### src/rtl/dynamic_display_driver.sv
// Multiplexed 4-digit common-anode 7-segment driver with frame-synchronous
// value commit, anti-ghosting blank gaps and optional leading-zero blanking.
module dynamic_display_driver #(
  parameter int BLANK_CYCLES = 4,
  parameter bit LZ_BLANK_EN  = 1'b1
) (
  input  logic        CLK,
  input  logic        RST_N,
  input  logic [1:0]  S_CLK,
  input  logic [15:0] DATA,
  input  logic [3:0]  DP,
  input  logic        LOAD,
  output logic        BUSY,
  output logic [3:0]  AN,
  output logic [7:0]  SEG,
  output logic        FRAME
);

  localparam logic       ST_BLANK = 1'b0;
  localparam logic       ST_SHOW  = 1'b1;
  localparam logic [7:0] CNT_LAST = 8'(BLANK_CYCLES - 1);

  logic        state_r;
  logic [7:0]  cnt_r;
  logic [1:0]  s_q_r;
  logic [15:0] pend_data_r;
  logic [3:0]  pend_dp_r;
  logic [15:0] disp_data_r;
  logic [3:0]  disp_dp_r;

  logic        change_s;
  logic        to_zero_s;
  logic        commit_s;
  logic [3:0]  nib_s;
  logic [6:0]  glyph_s;
  logic [3:0]  an_digit_s;
  logic [7:0]  seg_digit_s;

  function automatic logic [6:0] hex_glyph(input logic [3:0] nib);
    logic [6:0] g;
    case (nib)
      4'h0: g = 7'h40;
      4'h1: g = 7'h79;
      4'h2: g = 7'h24;
      4'h3: g = 7'h30;
      4'h4: g = 7'h19;
      4'h5: g = 7'h12;
      4'h6: g = 7'h02;
      4'h7: g = 7'h78;
      4'h8: g = 7'h00;
      4'h9: g = 7'h10;
      4'hA: g = 7'h08;
      4'hB: g = 7'h03;
      4'hC: g = 7'h46;
      4'hD: g = 7'h21;
      4'hE: g = 7'h06;
      4'hF: g = 7'h0E;
      default: g = 7'h7F;
    endcase
    return g;
  endfunction

  // A digit is a leading zero only if it and every more significant nibble are zero.
  function automatic logic lz_hide(input logic [15:0] val, input logic [1:0] idx);
    logic hide;
    case (idx)
      2'd1:    hide = (val[15:4] == 12'h000);
      2'd2:    hide = (val[15:8] == 8'h00);
      2'd3:    hide = (val[15:12] == 4'h0);
      default: hide = 1'b0;
    endcase
    return hide && LZ_BLANK_EN;
  endfunction

  // Change detection and digit pattern for the currently selected digit
  always_comb begin
    change_s    = (S_CLK != s_q_r);
    to_zero_s   = change_s && (S_CLK == 2'd0);
    commit_s    = to_zero_s && BUSY;
    nib_s       = disp_data_r[{s_q_r, 2'b00} +: 4];
    if (lz_hide(disp_data_r, s_q_r)) begin
      glyph_s = 7'h7F;
    end else begin
      glyph_s = hex_glyph(nib_s);
    end
    seg_digit_s = {~disp_dp_r[s_q_r], glyph_s};
    an_digit_s  = ~(4'b0001 << s_q_r);
  end

  // Blank/show sequencing, value capture/commit and registered outputs
  always_ff @(posedge CLK) begin
    if (!RST_N) begin
      state_r     <= ST_BLANK;
      cnt_r       <= 8'd0;
      s_q_r       <= 2'd0;
      pend_data_r <= 16'h0000;
      pend_dp_r   <= 4'h0;
      disp_data_r <= 16'h0000;
      disp_dp_r   <= 4'h0;
      BUSY        <= 1'b0;
      FRAME       <= 1'b0;
      AN          <= 4'hF;
      SEG         <= 8'hFF;
    end else begin
      s_q_r <= S_CLK;
      FRAME <= to_zero_s;
      // Non-blocking order lets a coincident LOAD commit the older pending value
      if (commit_s) begin
        disp_data_r <= pend_data_r;
        disp_dp_r   <= pend_dp_r;
      end
      if (LOAD) begin
        pend_data_r <= DATA;
        pend_dp_r   <= DP;
        BUSY        <= 1'b1;
      end else if (commit_s) begin
        BUSY <= 1'b0;
      end
      if (change_s) begin
        state_r <= ST_BLANK;
        cnt_r   <= 8'd0;
        AN      <= 4'hF;
        SEG     <= 8'hFF;
      end else begin
        case (state_r)
          ST_BLANK: begin
            if (cnt_r == CNT_LAST) begin
              state_r <= ST_SHOW;
              AN      <= an_digit_s;
              SEG     <= seg_digit_s;
            end else begin
              cnt_r <= cnt_r + 8'd1;
            end
          end
          ST_SHOW: begin
            state_r <= ST_SHOW;
          end
          default: begin
            state_r <= ST_BLANK;
            cnt_r   <= 8'd0;
            AN      <= 4'hF;
            SEG     <= 8'hFF;
          end
        endcase
      end
    end
  end

endmodule

### config.mk
export PLATFORM = sky130hd
export DESIGN_NAME = dynamic_display_driver
export DESIGN_NICKNAME = d
export VERILOG_FILES = /design/src/rtl/dynamic_display_driver.sv
export SDC_FILE = /design/constraint.sdc
export NUM_CORES = 1
export LEC_CHECK = 0
export CAP_MARGIN = 20
export CORE_ASPECT_RATIO = 1.2
export CORE_MARGIN = 1.5
export CORE_UTILIZATION = 30
export CTS_BUF_LIST = sky130_fd_sc_hd__clkbuf_4
export DETAILED_ROUTE_END_ITERATION = 8
export PLACE_DENSITY_LB_ADDON = 0.1
export SLEW_MARGIN = 20
export SYNTH_ARGS = -nofsm -noshare
export SYNTH_HDL_FRONTEND = slang
export SYNTH_SLANG_ARGS = --single-unit
### constraint.sdc
create_clock -name CLK -period 2.1 [get_ports CLK]
set_input_delay 0.315 -clock CLK [delete_from_list [all_inputs] [get_ports CLK]]
set_output_delay 0.315 -clock CLK [all_outputs]
set_load 0.02 [all_outputs]
### Selected gate families, run 1

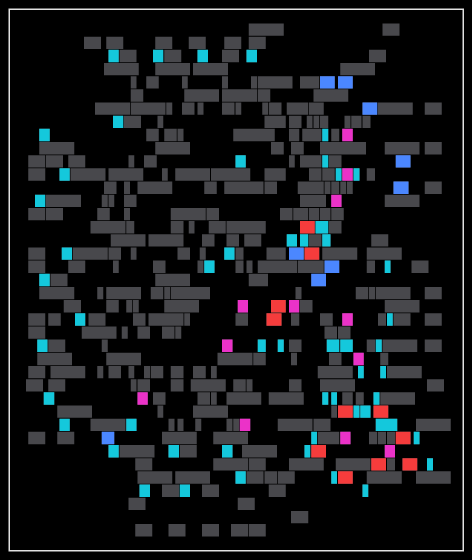
XOR/XNOR gates -> red  # cells 11
NOR gates -> cyan  # cells 53, where all over the die
AND and OR gates -> magenta  # cells 12
AND-OR and OR-AND gates -> blue  # cells 9
most used logic cell in the final layout: sky130_fd_sc_hd__dfxtp_1
Final Instance Count excl. Fillers: 488
logic share of the area: 0.4261

### Metal 3, run 1

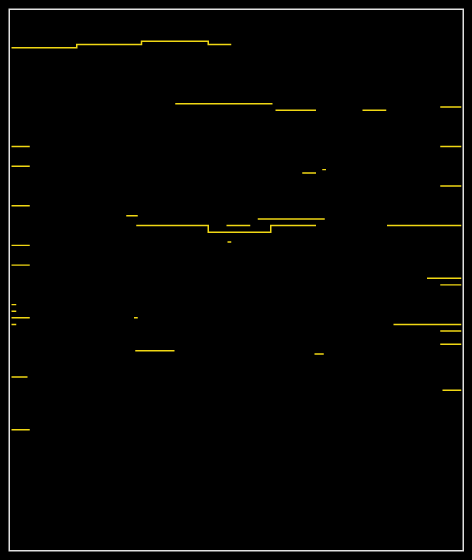
share of all routed wire = 3.8%
main direction = horizontal
wire length on this layer = 244 µm
longest straight run = 19.8 µm
nets with wire on the layer = 26
Total Wirelength: 6456 µm
total via count in the routed design: 2245
global-route met3 utilization: 0.04030

### The metal 2 layer, run 1

Scale bar: 20 µm.
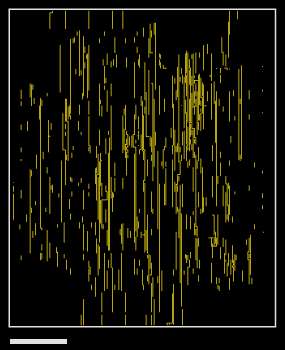
nets with wire on the layer = 309
wire length on this layer = 3020 µm
main direction = vertical
met2 routing resource usage after global routing: 0.1966

==> flow_summary.yaml, run 1 <==
# implementation run metrics
critical_path:
  critical_path_class: "reg -> reg"
  critical_path.slowest_cell: "sky130_fd_sc_hd__mux4_2"
  r2r_startpoint: "s_q_r[0]"
  worstPathMaxFanout: 4
  regToRegEndpoint: "SEG[0]"
  reg_to_reg_slack_setup_ns: 0.12
  critical_path_required_ns: 2.47
  crit_chain: "mux4_2 -> inv_1 -> ha_2 -> nor3_1 -> a211o_1 -> a211oi_1 -> o22a_1"
  setup.worst_path.end_class: "flip-flop"
  timing.critical_path.arrival_ns: 2.35
  setup.worst_path.end: "SEG[0]"
  crit_path_start: "s_q_r[0]"
  worstSetupStartpointType: "flip-flop"
  rr_worst_depth: 7
  crit_path_max_incr_delay_ns: 0.56
min_path:
  worst_hold_path.endpoint: "disp_dp_r[2]"
  holdCritPathClass: "reg -> reg"
  hold_start: "disp_dp_r[2]"
  holdPathStages: 2
layout:
  flop_area_mm2: 0.001305
  final_area_mm2: 0.003667
  fin_nets: 392
  fin_util: 0.3854
  layout_top_cells: "64 x sky130_fd_sc_hd__dfxtp_1, 51 x sky130_fd_sc_hd__nand2_1, 38 x sky130_fd_sc_hd__clkdlybuf4s50_1, 23 x sky130_fd_sc_hd__mux2i_1, 23 x sky130_fd_sc_hd__nor2b_1"
  drive_gt1_frac: 0.1370
  num_antenna_cells: 0
  fillers: 988
  syn2layout_area_growth_pct: 24.62
  multi_input_gate_area_in_the_final_layout_mm2: 0.001563
sta:
  totalNegativeSetupSlack_ns: 0
  worst_hold_margin_ns: 0.4714
  period_needed_ns: 1.980
  clock-skew-final_ns: 0.01604
  slew_violations: 0
  tightestPinTransition_ns: 0.5578
  report.final.hold_viol_count: 0
  relSlewSlack: 0.6247
  setup_viol: 0
  max_clock_freq_mhz: 505.2
  timing.final.crit_share: 0.9426
route:
  drt-initial-drc-count: 82
  dr.pass1.iters: 4
  avgRoutedWirePerCell_um: 13.23
  vias_per_cell: 4.600
  final_antenna_net_count: 0
  remaining_drc_errors: 0
synthesis:
  enable_flop_cells: 0
  synth.distinct_cells: 41
  synth_flop_count: 65
  synth_largest_type_area_fraction: 0.4422
  largest_area_cell: "sky130_fd_sc_hd__dfxtp_1"
  synth_dominant_cell_count: "sky130_fd_sc_hd__dfxtp_1"
  syn-instance-count: 311
  synth_top_flop_cell: "sky130_fd_sc_hd__dfxtp_1"
  yosysWarnings: 0
  synth-seq-area-share: 0.4422
  postSynthAreaPerCell_um2: 9.462
  ys_area_mm2: 0.002943
  synthTopCellsByCount: "65 x sky130_fd_sc_hd__dfxtp_1, 51 x sky130_fd_sc_hd__nand2_1, 23 x sky130_fd_sc_hd__mux2i_1, 23 x sky130_fd_sc_hd__nor2b_1"
  post_synth_net_total: 343
  yosys_cells: 311
  async_reset_ff_frac: 0
  area_leaders: "sky130_fd_sc_hd__dfxtp_1 44%, sky130_fd_sc_hd__mux2i_1 7.8%, sky130_fd_sc_hd__nand2_1 6.5%"
  synth_area_mm2: 0.002943
die:
  io-pin-count: 39
  chip_area_mm2: 0.01041
  core_region_area_mm2: 0.009515
  placement_rows: 39
  fp.dieH_um: 111.5
  die_width_um: 93.41
  fp_util: 0.3093
clock_tree:
  cts_root_buf: "sky130_fd_sc_hd__clkbuf_4"
  clock_sink_count: 65
  postCtsResizedCells: 1
  number_of_buffers_added_by_the_clock_tree_synthesis_step: 9
  cts_hold_buffers: 0
  ctsHtreeMaxLevel: 3
  tritoncts: "built"
  clk_pin_slew_ns: 0.10
  clock_latency_ns: 0.43
  cts_post_setup_buffers_inserted: 2
  max-clock-path-buffers: 2
grt:
  globalRouteOverflowTotal: 0
  global_route_wire_length_before_repair_um: 10510
  grt_start_max_net_pins: 45
  grt_antenna_before_repair: 0
  groute.usage.overall: 0.1319
  grt_pass1_vias: 2141
run:
  max_cap_viol_count: 0
  number_of_warnings_in_the_stage_logs: 31
placed_design:
  total_of_buffers_placed_on_input_and_output_ports: 38
  hpwl_after_detailed_placement_um: 4521
  place_congestion: 0.8142
  dpl-instance-area_mm2: 0.003502
run_status:
  run_status: "finished clean"
power_and_ir_drop:
  leakage_power_of_the_design_nw: 1.370
  cellPowerDensity_mw_per_mm2: 603.8
  max-vdd-ir-drop_v: 0.0002933
  total_power_w: 0.002214
run 1: state kept, by name (all words and copies together) (netlist names):
register	count
FRAME	1
disp_dp_r	4
s_q_r	2
pend_data_r	16
SEG	8
BUSY	1
cnt_r	8
AN	4
state_r	1
disp_data_r	16
pend_dp_r	4
run 1: worst max-delay path: cells and delay by family, from the launching register on:
family / cells / cell delay [ns]
AOI/OAI and AO/OA: 3 / 0.64
adders and majority gates: 1 / 0.20
buffers and inverters: 1 / 0.11
DFF: 1 / 0.38
muxes: 1 / 0.56
and+or+nand+nor: 1 / 0.05
run 1: cell type report:
cell class / instances / share of cell area
Multi-Input combinational cell: 225 / 0.4261
Sequential cell: 65 / 0.3559
Timing Repair Buffer: 57 / 0.1426
Tap cell: 123 / 0.04197
Clock buffer: 11 / 0.02252
Clock inverter: 5 / 0.008871
Inverter: 2 / 0.002047
run 1: metal layers:
metal,track usage,routed length (µm)
met1,0.1725,3070
met2,0.1966,3019
met3,0.04030,244
met4,0.06263,122
met5,0,0
run 1: through the flow:
stage	cells	setup WS (ns)
floorplan	311	0.1091
global placement	469	0.08710
detailed placement	469	0.01862
CTS	487	0.05038
global route	488	-0.002188
finish	488	0.1205
run 1: logic make-up after synthesis:
| logic type | after synthesis | synth area share |
|---|---|---|
| xor+xnor | 11 | 0.03274 |
| flops | 65 | 0.4422 |
| mux | 32 | 0.1318 |
| compound gates | 47 | 0.1165 |
| fa+ha+maj | 7 | 0.02976 |
| simple gates | 127 | 0.2096 |
| buf+inv | 22 | 0.03742 |
run 1: power breakdown:
group,switching [W],total [W],internal (W)
clock,0.000469,0.000735,0.000266
sequential,0.0000193,0.00128,0.00126
combinational,0.0000860,0.000197,0.000111
total,0.000574,0.00221,0.00164
==> run 2, diff against run 1 <==
Settings changed: CORE_MARGIN 1.5 to 2, CTS_CLUSTER_SIZE set to 8.
### Routing congestion map, run 2

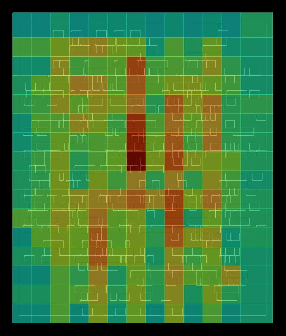
global-route met3 utilization: 0.03423
final cell utilization of the core: 0.3799
total routing usage reported by global routing: 0.1306
most crowded layer after global routing: met2

==> run 2 against run 1 <==
  * Wire length fell by 3.0%
  * Sequential power barely moved
  * Combinational power barely moved
  * Sequential share of layout area rose by 0.52 points
  * Global-route usage fell by 0.13 points
  * Hold slack got worse by 0.0020 ns
  * Synthesized cell count did not move
  * Synthesized area did not move
  * Maximum frequency rose by 1.1%
  * Critical endpoint unchanged
==> flow_summary.yaml, run 2 <==
# implementation run metrics
placed_design:
  dpl.cell_count: 468
  total_of_buffers_placed_on_input_and_output_ports: 38
  hpwl_after_detailed_placement_um: 4504
  place_ws_ns: 0.02155
  dpl-instance-area_mm2: 0.003495
  place_congestion: 0.7843
synthesis:
  postSynthAreaPerCell_um2: 9.462
  synth.area.mux_share: 0.1318
  simple_gate_area_frac: 0.2096
  synth_top_flop_cell: "sky130_fd_sc_hd__dfxtp_1"
  synthAdderAreaFrac: 0.02976
  area_leaders: "sky130_fd_sc_hd__dfxtp_1 44%, sky130_fd_sc_hd__mux2i_1 7.8%, sky130_fd_sc_hd__nand2_1 6.5%"
  yosys_cells: 311
  synth.cellmix.compoundShare: 0.1165
  synth_largest_type_area_fraction: 0.4422
  synthTopCellsByCount: "65 x sky130_fd_sc_hd__dfxtp_1, 51 x sky130_fd_sc_hd__nand2_1, 23 x sky130_fd_sc_hd__mux2i_1, 23 x sky130_fd_sc_hd__nor2b_1"
  ys_area_mm2: 0.002943
  enable_flop_cells: 0
  synth_dominant_cell_count: "sky130_fd_sc_hd__dfxtp_1"
  synth.distinct_cells: 41
  post_synth_net_total: 343
  synth-seq-area-share: 0.4422
  synth.comb.largest_family: "simple AND/OR/NAND/NOR gates"
  synth_area_mm2: 0.002943
  async_reset_ff_frac: 0
  largest_area_cell: "sky130_fd_sc_hd__dfxtp_1"
  synth_flop_count: 65
  syn-instance-count: 311
  xor_share: 0.03274
  yosysWarnings: 0
clock_tree:
  cts_hold_buffers: 0
  clock_latency_ns: 0.41
  ctsHtreeMaxLevel: 3
  clk_pin_slew_ns: 0.10
  clock_sink_count: 65
  tritoncts: "built"
  max-clock-path-buffers: 2
  number_of_buffers_added_by_the_clock_tree_synthesis_step: 9
  cts_root_buf: "sky130_fd_sc_hd__clkbuf_4"
run:
  number_of_warnings_in_the_stage_logs: 31
  max_cap_viol_count: 0
route:
  final_antenna_net_count: 0
  dr.pass1.iters: 4
  avgRoutedWirePerCell_um: 12.92
  remaining_drc_errors: 0
  drt-initial-drc-count: 63
  vias_per_cell: 4.606
critical_path:
  worstSetupStartpointType: "flip-flop"
  worstPathMaxFanout: 4
  timing.critical_path.arrival_ns: 2.27
  critical_path_class: "reg -> reg"
  critical_path_required_ns: 2.41
  setup.worst_path.end_class: "flip-flop"
power_and_ir_drop:
  power.switching_w: 0.0005402
  cellPowerDensity_mw_per_mm2: 594.8
  combPwrFrac: 0.091
  p_clk_w: 0.000673
  p_int_w: 0.001610
  p_comb_w: 0.000195
  power-top-group: "registers"
  total_power_w: 0.002150
  total_sequential_power_w: 0.00128
  sequentialPowerShare: 0.596
  clk_pwr_share: 0.313
  leakage_power_of_the_design_nw: 1.348
  netSwitchingFraction: 0.2513
  max-vdd-ir-drop_v: 0.0002792
sta:
  slew_violations: 0
  worst_hold_margin_ns: 0.4694
  grt_setup_unrepaired: "no"
  timing.final.crit_share: 0.9326
  tightestPinTransition_ns: 0.6794
  max_clock_freq_mhz: 510.6
  totalNegativeSetupSlack_ns: 0
  period_needed_ns: 1.958
  report.final.hold_viol_count: 0
  clock-skew-final_ns: 0.01204
  relSlewSlack: 0.5429
  setup_ws_ns: 0.1416
  setup_viol: 0
grt:
  grt_start_max_net_pins: 45
  global_route_wire_length_before_repair_um: 10740
  grt_antenna_before_repair: 0
  grt_pass1_vias: 2209
  globalRouteOverflowTotal: 0
die:
  die_width_um: 94.41
  fp_util: 0.3093
  fp.dieH_um: 112.5
  core_region_area_mm2: 0.009515
  placement_rows: 39
  io-pin-count: 39
  chip_area_mm2: 0.01062
layout:
  fin_nets: 390
  final_area_mm2: 0.003615
  layoutNonFillerInstCount: 485
  syn2layout_area_growth_pct: 22.83
  layout_top_cells: "64 x sky130_fd_sc_hd__dfxtp_1, 51 x sky130_fd_sc_hd__nand2_1, 38 x sky130_fd_sc_hd__clkdlybuf4s50_1, 23 x sky130_fd_sc_hd__mux2i_1, 23 x sky130_fd_sc_hd__nor2b_1"
  num_antenna_cells: 0
  drive_gt1_frac: 0.1243
  fillers: 1019
  layout_top_registers: "disp_data_r x16, pend_data_r x16"
  layout.cells.most_common: "sky130_fd_sc_hd__dfxtp_1"
run_status:
  run_status: "finished clean"
min_path:
  holdCritPathClass: "reg -> reg"
### The metal 2 layer, run 2

Scale bar: 20 µm.
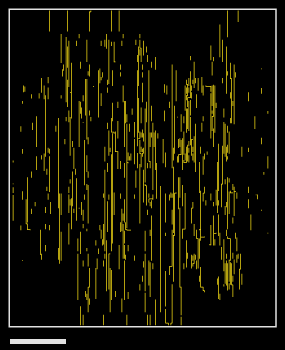
main direction = vertical
wire length on this layer = 2890 µm
total via count in the routed design: 2234
Total Wirelength: 6265 µm
met2 routing resource usage after global routing: 0.1986

## run 2: routing by layer
| metal | track usage | vias to the layer above | wire length [µm] |
|---|---|---|---|
| met1 | 0.1737 | 1031 | 3068 |
| met4 | 0.05797 | 0 | 110 |
| li1 | - | 1160 | - |
| met5 | 0 | - | 0 |
| met3 | 0.03423 | 10 | 193 |
| met2 | 0.1986 | 33 | 2892 |
## run 2: area by class of cell
| class | instances | area (µm²) | share of cell area |
|---|---|---|---|
| Timing Repair Buffer | 56 | 515.5 | 0.1426 |
| Clock inverter | 5 | 23.77 | 0.006577 |
| Sequential cell | 65 | 1305 | 0.3610 |
| Multi-Input combinational cell | 224 | 1534 | 0.4244 |
| Clock buffer | 10 | 75.07 | 0.02077 |
| Inverter | 2 | 7.507 | 0.002077 |
| Tap cell | 123 | 153.9 | 0.04258 |
## run 2: final timing paths
check / start / endpoint / slack, ns / cells past startpoint
setup / recovery: s_q_r[0] / SEG[0] / 0.14 / 7
hold / removal: pend_data_r[1] / disp_data_r[1] / 0.47 / 2
setup reg to reg: s_q_r[0] / SEG[0] / 0.14 / 7
hold reg to reg: pend_data_r[1] / disp_data_r[1] / 0.47 / 2
## run 2: worst max-delay path, cell delays in order, from the launching register on
cell and delay [ns]:
sky130_fd_sc_hd__dfxtp_4 0.38, sky130_fd_sc_hd__mux4_2 0.54, sky130_fd_sc_hd__buf_4 0.16, sky130_fd_sc_hd__ha_1 0.24, sky130_fd_sc_hd__nand3b_1 0.16, sky130_fd_sc_hd__o311ai_0 0.10, sky130_fd_sc_hd__a211oi_1 0.12, sky130_fd_sc_hd__o22a_1 0.16
## run 2: what timing repair did
| item | in CTS | in global routing |
|---|---|---|
| pin swaps | 0 | 1 |
| setup endpoints to repair | 1 | 3 |
| resized | 0 | 4 |
| buffers inserted | 2 | 0 |
==> run 3, diff against run 2 <==
Settings changed: CAP_MARGIN 20 to not set, CORE_UTILIZATION 30 to 50.
### Routing congestion map, run 3

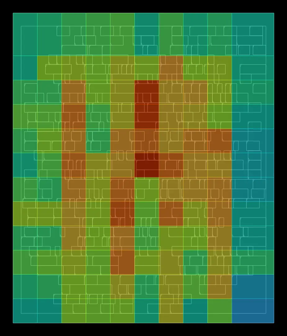
global-route met3 utilization: 0.04143
detail-routed net length per standard cell: 12.64 µm
met2 routing resource usage after global routing: 0.3060
met1 layer usage reported by global route: 0.2404
total routing usage reported by global routing: 0.1906

==> run 3 against run 2 <==
  * Cell count is 9.3% lower
  * Via count rose by 0.76%
  * Power is 1.4% higher
  * Die area shrank 39%
  * Hold slack better by 0.0041 ns
  * Register-to-register slack hardly changed
  * Clock power grew 4.5%
  * Global-route usage rose by 6.0 points
  * Critical path depth unchanged
  * Largest power group unchanged
==> flow_summary.yaml, run 3 <==
# implementation run metrics
run_status:
  run_status: "finished clean"
die:
  io-pin-count: 39
  core_region_area_mm2: 0.005668
  fp_util: 0.5192
  fp.dieH_um: 88.04
  chip_area_mm2: 0.006518
  die_width_um: 74.04
  placement_rows: 30
power_and_ir_drop:
  combPwrFrac: 0.089
  max-vdd-ir-drop_v: 0.0003794
  netSwitchingFraction: 0.2598
  power-top-group: "registers"
  sequentialPowerShare: 0.589
  power.switching_w: 0.0005660
  p_clk_w: 0.000703
  total_power_w: 0.002179
  total_sequential_power_w: 0.00128
  cellPowerDensity_mw_per_mm2: 611.1
  p_comb_w: 0.000193
  leakage_power_of_the_design_nw: 1.339
  clk_pwr_share: 0.322
  p_int_w: 0.001613
placed_design:
  dpl-instance-area_mm2: 0.003438
  hpwl_after_detailed_placement_um: 4026
  total_of_buffers_placed_on_input_and_output_ports: 38
  dpl.cell_count: 423
  place_congestion: 0.7792
critical_path:
  crit_path_start: "s_q_r[0]"
  critical_path.slowest_cell: "sky130_fd_sc_hd__mux4_2"
  crit_cells: 7
  worstPathMaxFanout: 4
  setup.worst_path.end: "SEG[2]"
  r2r_startpoint: "s_q_r[0]"
  critical_path_required_ns: 2.39
  cp_num_buf_inv: 1
  critical_path_class: "reg -> reg"
  rr_worst_depth: 7
  crit_path_max_incr_delay_ns: 0.53
  setup.worst_path.end_class: "flip-flop"
  crit_chain: "mux4_2 -> buf_4 -> ha_1 -> nand2b_1 -> o22ai_1 -> a2111oi_2 -> a21oi_1"
  regToRegEndpoint: "SEG[2]"
  worstSetupStartpointType: "flip-flop"
  critical-path-top-delay-family: "multiplexers"
  reg_to_reg_slack_setup_ns: 0.15
  timing.critical_path.arrival_ns: 2.25
run:
  number_of_warnings_in_the_stage_logs: 31
  max_cap_viol_count: 0
layout:
  layout_top_cells: "64 x sky130_fd_sc_hd__dfxtp_1, 51 x sky130_fd_sc_hd__nand2_1, 38 x sky130_fd_sc_hd__clkdlybuf4s50_1, 23 x sky130_fd_sc_hd__mux2i_1, 23 x sky130_fd_sc_hd__nor2b_1"
  drive_gt1_frac: 0.1250
  layout_top_registers: "disp_data_r x16, pend_data_r x16"
  layout.cells.most_common: "sky130_fd_sc_hd__dfxtp_1"
  final_area_mm2: 0.003566
  syn2layout_area_growth_pct: 21.17
  num_antenna_cells: 0
  fin_nets: 387
route:
  drt-initial-drc-count: 102
  remaining_drc_errors: 0
  final_antenna_net_count: 0
  routed_wl_um: 5560
  vias_per_cell: 5.116
  dr.pass1.iters: 4
  via_count: 2251
grt:
  globalRouteOverflowTotal: 0
  grt_busiest_layer: "met2"
  global_route_wire_length_before_repair_um: 9446
  grt_antenna_before_repair: 0
  grt_start_max_net_pins: 45
  grt_pass1_vias: 2037
sta:
  tightestPinTransition_ns: 0.5744
  clock-skew-final_ns: 0.009311
  timing.final.crit_share: 0.9305
  slew_violations: 0
  max_clock_freq_mhz: 511.8
  period_needed_ns: 1.954
  report.final.hold_viol_count: 0
  setup_viol: 0
  relSlewSlack: 0.6135
synthesis:
  synth_largest_type_area_fraction: 0.4422
  synth-seq-area-share: 0.4422
  async_reset_ff_frac: 0
  synth_area_mm2: 0.002943
  synth.distinct_cells: 41
  syn-instance-count: 311
  synth_flop_count: 65
  synth_dominant_cell_count: "sky130_fd_sc_hd__dfxtp_1"
  postSynthAreaPerCell_um2: 9.462
  largest_area_cell: "sky130_fd_sc_hd__dfxtp_1"
  enable_flop_cells: 0
  ys_area_mm2: 0.002943
  synth_top_flop_cell: "sky130_fd_sc_hd__dfxtp_1"
  yosysWarnings: 0
  yosys_cells: 311
  synthTopCellsByCount: "65 x sky130_fd_sc_hd__dfxtp_1, 51 x sky130_fd_sc_hd__nand2_1, 23 x sky130_fd_sc_hd__mux2i_1, 23 x sky130_fd_sc_hd__nor2b_1"
  area_leaders: "sky130_fd_sc_hd__dfxtp_1 44%, sky130_fd_sc_hd__mux2i_1 7.8%, sky130_fd_sc_hd__nand2_1 6.5%"
  post_synth_net_total: 343
min_path:
  holdPathStages: 2
  worst_hold_path.endpoint: "disp_dp_r[2]"
  hold_start: "disp_dp_r[2]"
  holdCritPathClass: "reg -> reg"
clock_tree:
  cts_root_buf: "sky130_fd_sc_hd__clkbuf_4"
  clk_pin_slew_ns: 0.11
  clock_sink_count: 65
  ctsHtreeMaxLevel: 3
  max-clock-path-buffers: 2
  clock_latency_ns: 0.40
  number_of_buffers_added_by_the_clock_tree_synthesis_step: 9
  tritoncts: "built"
### Selected gate families, run 3

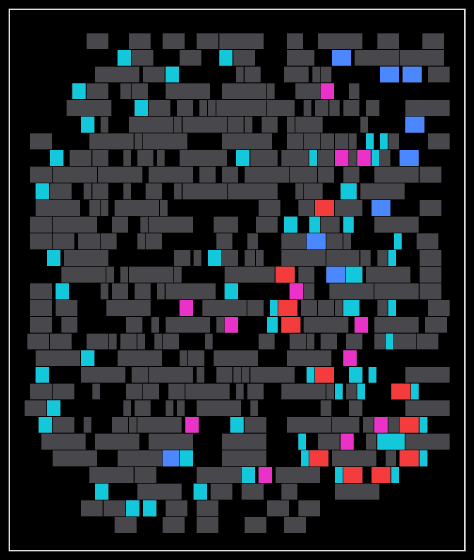
AND and OR gates -> magenta  # cells 12
XOR/XNOR gates -> red  # cells 11
NOR gates -> cyan  # cells 53, where all over the die
AND-OR and OR-AND gates -> blue  # cells 9
Final Instance Count excl. Fillers: 440
logic share of the area: 0.4309

run 3: kinds of logic after synthesis:
kind of cell             count (synthesis)  share of synthesized area
XOR/XNOR                                11                    0.03274
buffers and inverters                   22                    0.03742
flip-flops                              65                     0.4422
AND/OR/NAND/NOR                        127                     0.2096
multiplexers                            32                     0.1318
AND-OR/OR-AND                           47                     0.1165
adder cells (fa/ha/maj)                  7                    0.02976
run 3: routing by layer:
layer	vias to the layer above	routed length, µm
met5	-	0
met4	0	111
met1	1040	2629
met2	38	2656
met3	12	163
li1	1161	-
run 3: cell type report:
| cell class | instances | area [µm²] |
|---|---|---|
| fillers | 496 | 2102 |
| multi-input cells | 224 | 1536 |
| flip-flops and latches | 65 | 1303 |
| repair buffers | 53 | 505.5 |
| well taps | 80 | 100.1 |
| clock buffers | 9 | 67.56 |
| clock inverters | 7 | 46.29 |
| inverters | 2 | 7.507 |
run 3: tightest hold or removal path, stage by stage (launching register included):
cell                       delay (ns)
sky130_fd_sc_hd__dfxtp_1         0.32
sky130_fd_sc_hd__nand2_1         0.05
sky130_fd_sc_hd__a21boi_0        0.07
run 3: per-stage QoR:
step                setup slack, ns    util  hold WS, ns   TNS [ns]
floorplan                    0.1091       -       0.4367          0
global placement            0.08919  0.6066       0.4514          0
detailed placement          0.03823  0.6066       0.4551          0
CTS                         0.01035  0.6267       0.4705          0
global route              -0.004143  0.6291       0.5021  -0.004143
finish                       0.1460  0.6291       0.4735          0
run 3: timing repair:
item                       CTS  global route
setup endpoints to repair    0             2
setup buffers                0             1
resized                      0             2
hold buffers                 0             0

## Gallery

Where the registers sit.
Scale bar: 20 µm.
image #1
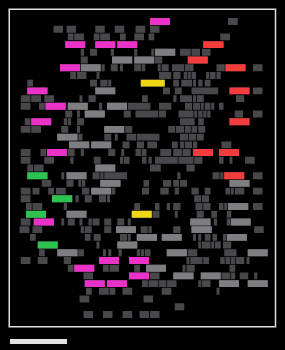
image #2
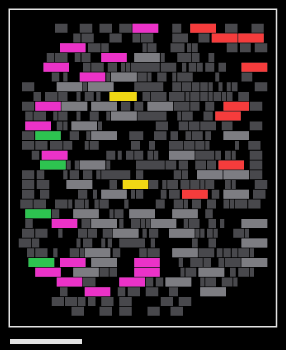
- run 3 = image #2
- run 1 = image #1
Of these, largest die: image #1

Power figures rest on the tool's default switching activity, not on a simulated workload.
